### src/rtl/cic_sequencer.sv
// Control sequencer for a 3-stage CIC interpolator: fast/slow strobes, zero-stuffing
// select, CIC clear and the upstream ready/valid sample handshake.
module cic_sequencer #(
    parameter int RATE         = 8,
    parameter int CLKS_PER_OUT = 4,
    parameter int WARMUP       = 3
) (
    input  logic i_clk,
    input  logic i_rst_n,
    input  logic i_enable,
    input  logic i_sample_valid,
    output logic o_sample_ready,
    output logic o_cic_clear,
    output logic o_cic_en,
    output logic o_load_result_slow,
    output logic o_pulse_slow,
    output logic o_load_result_fast,
    output logic o_pulse_fast,
    output logic o_data_select,
    output logic o_out_valid,
    output logic o_underrun,
    output logic o_busy
);

    localparam int FW = $clog2(CLKS_PER_OUT);
    localparam int PW = $clog2(RATE);
    localparam logic [FW-1:0] FAST_LAST  = FW'(CLKS_PER_OUT - 1);
    localparam logic [FW-1:0] FAST_ONE   = FW'(1);
    localparam logic [PW-1:0] PHASE_LAST = PW'(RATE - 1);
    localparam logic [3:0]    WARM_MAX   = 4'(WARMUP);

    typedef enum logic [1:0] {S_IDLE, S_CLEAR, S_RUN} state_t;

    state_t        r_state;
    state_t        w_state_nx;
    logic [FW-1:0] r_fast_cnt;
    logic [PW-1:0] r_phase_cnt;
    logic [3:0]    r_warm_cnt;
    logic          r_inj;
    logic          r_underrun;

    logic w_run;
    logic w_slot;
    logic w_stop;
    logic w_take;
    logic w_miss;

    assign w_run  = (r_state == S_RUN);
    assign w_slot = w_run && (r_fast_cnt == '0) && (r_phase_cnt == PHASE_LAST);
    assign w_stop = w_slot && !i_enable;
    assign w_take = w_slot && i_enable && i_sample_valid;
    assign w_miss = w_slot && i_enable && !i_sample_valid;

    always_comb begin
        w_state_nx         = r_state;
        o_sample_ready     = 1'b0;
        o_cic_clear        = 1'b0;
        o_cic_en           = 1'b0;
        o_load_result_slow = 1'b0;
        o_pulse_slow       = 1'b0;
        o_load_result_fast = 1'b0;
        o_pulse_fast       = 1'b0;
        o_data_select      = 1'b0;
        o_out_valid        = 1'b0;
        o_busy             = 1'b1;
        case (r_state)
            S_IDLE: begin
                o_busy = 1'b0;
                if (i_enable)
                    w_state_nx = S_CLEAR;
            end
            S_CLEAR: begin
                o_cic_clear = 1'b1;
                w_state_nx  = S_RUN;
            end
            S_RUN: begin
                o_cic_en           = 1'b1;
                o_load_result_fast = (r_fast_cnt == '0) && !w_stop;
                o_pulse_fast       = (r_fast_cnt == FAST_ONE);
                o_out_valid        = (r_fast_cnt == FAST_ONE) && (r_warm_cnt == WARM_MAX);
                o_sample_ready     = w_slot && i_enable;
                o_load_result_slow = w_take;
                // r_inj is refreshed at the slot, so one cycle later it says whether a comb load happened
                o_pulse_slow       = (r_fast_cnt == FAST_ONE) && (r_phase_cnt == PHASE_LAST) && r_inj;
                o_data_select      = r_inj && (r_phase_cnt == '0);
                if (w_stop)
                    w_state_nx = S_IDLE;
            end
            default: w_state_nx = S_IDLE;
        endcase
    end

    assign o_underrun = r_underrun;

    always_ff @(posedge i_clk or negedge i_rst_n) begin
        if (!i_rst_n) begin
            r_state     <= S_IDLE;
            r_fast_cnt  <= '0;
            r_phase_cnt <= '0;
            r_warm_cnt  <= '0;
            r_inj       <= 1'b0;
            r_underrun  <= 1'b0;
        end else begin
            r_state <= w_state_nx;
            case (r_state)
                S_IDLE: begin
                    // cleared on entry so underrun already reads 0 during the clear cycle
                    if (i_enable)
                        r_underrun <= 1'b0;
                end
                S_CLEAR: begin
                    r_fast_cnt  <= '0;
                    r_phase_cnt <= PHASE_LAST;
                    r_warm_cnt  <= '0;
                    r_inj       <= 1'b0;
                end
                S_RUN: begin
                    if (r_fast_cnt == FAST_LAST) begin
                        r_fast_cnt  <= '0;
                        r_phase_cnt <= (r_phase_cnt == PHASE_LAST) ? '0 : r_phase_cnt + PW'(1);
                    end else begin
                        r_fast_cnt <= r_fast_cnt + FW'(1);
                    end
                    if (w_take) begin
                        r_inj <= 1'b1;
                        if (r_warm_cnt != WARM_MAX)
                            r_warm_cnt <= r_warm_cnt + 4'd1;
                    end
                    if (w_miss) begin
                        r_inj      <= 1'b0;
                        r_underrun <= 1'b1;
                    end
                end
                default: ;
            endcase
        end
    end

endmodule

### config.mk
export PLATFORM = sky130hd
export DESIGN_NAME = cic_sequencer
export DESIGN_NICKNAME = d
export VERILOG_FILES = /design/src/rtl/cic_sequencer.sv
export SDC_FILE = /design/constraint.sdc
export NUM_CORES = 1
export LEC_CHECK = 0
export ABC_AREA = 1
export CAP_MARGIN = 20
export CORE_MARGIN = 5
export CORE_UTILIZATION = 45
export DETAILED_ROUTE_END_ITERATION = 16
export HOLD_SLACK_MARGIN = 0.15
export PLACE_DENSITY = 0.7
export SYNTH_ARGS = -nofsm -noshare
export SYNTH_HDL_FRONTEND = slang
export SYNTH_SLANG_ARGS = --single-unit
### constraint.sdc
create_clock -name i_clk -period 2.6 [get_ports i_clk]
set_input_delay 0.78 -clock i_clk [delete_from_list [all_inputs] [get_ports i_clk]]
set_output_delay 0.78 -clock i_clk [all_outputs]
set_load 0.05 [all_outputs]
**Sequential cells coloured by netlist name**

Other sequential cells in the stronger grey, the rest of the logic in the fainter grey.
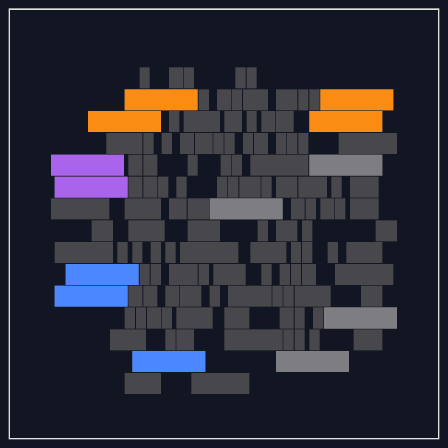
- blue: r_phase_cnt (flops 3)
- purple: r_fast_cnt (flops 2)
- orange: r_warm_cnt (flops 4)
- not coloured: 4
Seq. pwr: 0.280 mW
Seq/total area: 28.5%
FF+latch area: 325 µm²
fin util: 64.7%

**Placed cells, one colour a class**

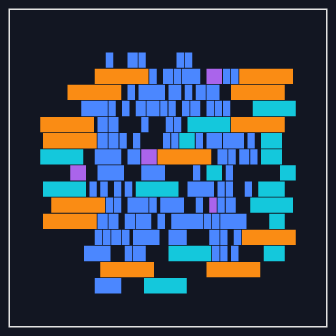
- cyan: remaining buffers and delay cells (cells 16; share of their area 21%)
- blue: combinational and other logic (cells 95; share of their area 47%)
- orange: sequential cells (cells 13; share of their area 29%)
- purple: clock drivers and dummy loads (cells 4; share of their area 2.4%)

**Clock distribution**

Scale bar: 20 µm.
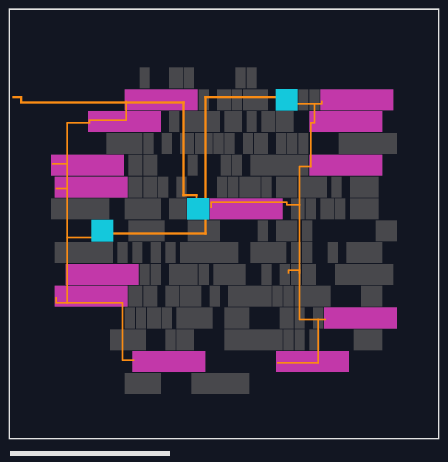
- orange: clock wires (length 197 µm)
- cyan: clock drivers (count 3)
- magenta: flip-flops (count 13)
- routed clock nets: 4

[worst paths after layout]
kind / depth (start not counted) / endpoint / slack, ps
setup / recovery: 7 / o_load_result_slow / 110
hold / removal: 2 / o_underrun / 500
setup reg to reg: 6 / r_phase_cnt[0] / 990
hold reg to reg: 2 / o_underrun / 500
max in group asynchronous: 1 / r_phase_cnt[0] / 1330
min in group asynchronous: 1 / r_state[0] / 870
[stage by stage]
| step | power (mW) | hold slack [ps] | instances | cell area (µm²) | util [%] |
|---|---|---|---|---|---|
| after floorplan | 0.680 | 467 | 109 | 860 | - |
| after global placement | 0.853 | 487 | 149 | 1110 | 62.9 |
| after detailed placement | 0.863 | 484 | 149 | 1110 | 62.9 |
| after CTS | 0.997 | 503 | 153 | 1140 | 64.5 |
| after global routing | 1.06 | 538 | 153 | 1140 | 64.7 |
| final | 0.985 | 499 | 153 | 1140 | 64.7 |
[tightest hold or removal path, delay by kind of cell, from the launching register on]
family	cells	cell delay [ps]
AND-OR/OR-AND	1	60
flip-flops	1	350
AND/OR/NAND/NOR	1	50
[kinds of logic (layout without fill, tap and decap cells)]
family / Yosys count / after routing / synth area share [%]
xor gates and xnor gates: 1 / 1 / 1.04
buffers and inverters: 22 / 41 / 10.7
adders and majority gates: 10 / 10 / 14.8
AOI/OAI and AO/OA: 10 / 10 / 6.51
DFF: 13 / 13 / 38.5
and+or+nand+nor: 53 / 53 / 28.6
[flip-flops by register name, summed over array words and instances (netlist names)]
| signal | flops |
|---|---|
| o_underrun | 1 |
| r_fast_cnt | 2 |
| r_inj | 1 |
| r_phase_cnt | 3 |
| r_state | 2 |
| r_warm_cnt | 4 |
[repair_timing]
item / 4_1_cts / 5_1_grt
endpoints found under the setup margin: 2 / 1
pin swaps: 0 / 1
gates resized: 1 / 1
==> flow_metrics.py <==
# Flow results
metrics = {
    "route": {
        "highest_layer": "met4",
        "route.detailed.drc": 0,
        "antenna_left": 0,
        "via_count": 716,
        "drt_iter0_markers": 3,
        "met1Wirelength_um": 784,
        "wl_met3_um": 99,
        "avgRoutedWirePerCell_um": 10.9,
        "wl_met2_um": 755,
        "first_pass_iters": 2,
    },
    "logic_synthesis": {
        "synth.top_cells.by_count": "nand2_1 (27), inv_1 (21), dfrtp_1 (13), ha_1 (10), nand3_1 (10)",
        "synthArstFlopShare_pct": 100,
        "netlist.area_leader.share_pct": 38.5,
        "syn_nets": 123,
        "ys_chip_area_um2": 846,
        "synthTopCellsByArea": "dfrtp_1 (38%), ha_1 (15%), nand2_1 (12%)",
        "edf_count": 0,
        "top_cell": "nand2_1",
        "ys_warn_count": 0,
        "syn_avg_cell_area_um2": 7.76,
        "ff_type": "dfrtp_1",
        "synth_flops": 13,
        "synth-cells-yosys": 109,
        "synth_area_um2": 846,
    },
    "power_and_ir_drop": {
        "seq_power_share_pct": 28.4,
        "power_frac_comb_pct": 58.7,
        "ir_drop_mv": 0.441,
        "p_clk_mw": 0.127,
        "switching_share_pct": 48.2,
        "pg_comb_mw": 0.577,
        "p_clk_share_pct": 12.9,
        "maxPowerGroup": "combinational logic",
    },
    "sta": {
        "drv_slew": 0,
        "period_used_pct": 95.8,
        "slew_headroom_pct": 59.6,
        "hold_violations": 0,
        "rsz0062_at_grt": "no",
        "final-setup-viol-count": 0,
        "tns_ps": 0,
        "max_slew.worst_pin.slew_ps": 604,
    },
    "setup_path": {
        "crit_fanout": 10,
        "crit_slowest_cell": "dfrtp_1",
        "critPathBufInv": 3,
        "crit_path_start_kind": "flop",
        "rr_startpoint": "r_state[0]",
        "slowest_delay_ps": 410,
        "cp_top_family": "flip-flops",
        "critPathRequiredTime_ps": 1820,
    },
    "placed_design": {
        "portBuffers": 14,
        "place_congestion": 0.864,
        "hpwl_mm": 1.36,
    },
    "global_route": {
        "grt_use_met3_pct": 5.63,
        "grt_pass1_vias": 714,
        "grt.busiest_layer": "met2",
        "grt_pass1_wl_mm": 2.90,
        "grtUsageTotal_pct": 14.4,
    },
    "cells_and_area": {
        "comb.multi_input.count": 74,
        "inv_count": 21,
        "buffer_area_share_pct": 20.4,
        "lay_top_count": "nand2_1",
        "largestClassByArea": "multi-input combinational cells",
        "clkCellAreaFrac_pct": 2.30,
        "logic_area_um2": 447,
        "drive_gt1_share_pct": 19.5,
        "sh_comb_area_pct": 39.1,
        "area_growth_syn_to_layout_pct": 34.9,
        "buffers": 16,
        "lay_top_cells": "nand2_1 (27), inv_1 (21), dfrtp_1 (13)",
    },
    "die": {
        "coreArea_mm2": 0.00176,
        "fp_util_pct": 47.9,
        "io_pins": 15,
        "taps": 25,
        "rows": 15,
    },
    "clocking": {
        "clk_pin_slew_ps": 80,
        "cts.sinks": 13,
        "cts_tree": "done",
        "post-cts-setup-buffer-count": 0,
        "ctsHtreeMaxLevel": 1,
    },
    "outcome": {
        "outcome": "finished, final reports clean",
    },
}
Power figures rest on the tool's default switching activity, not on a simulated workload.
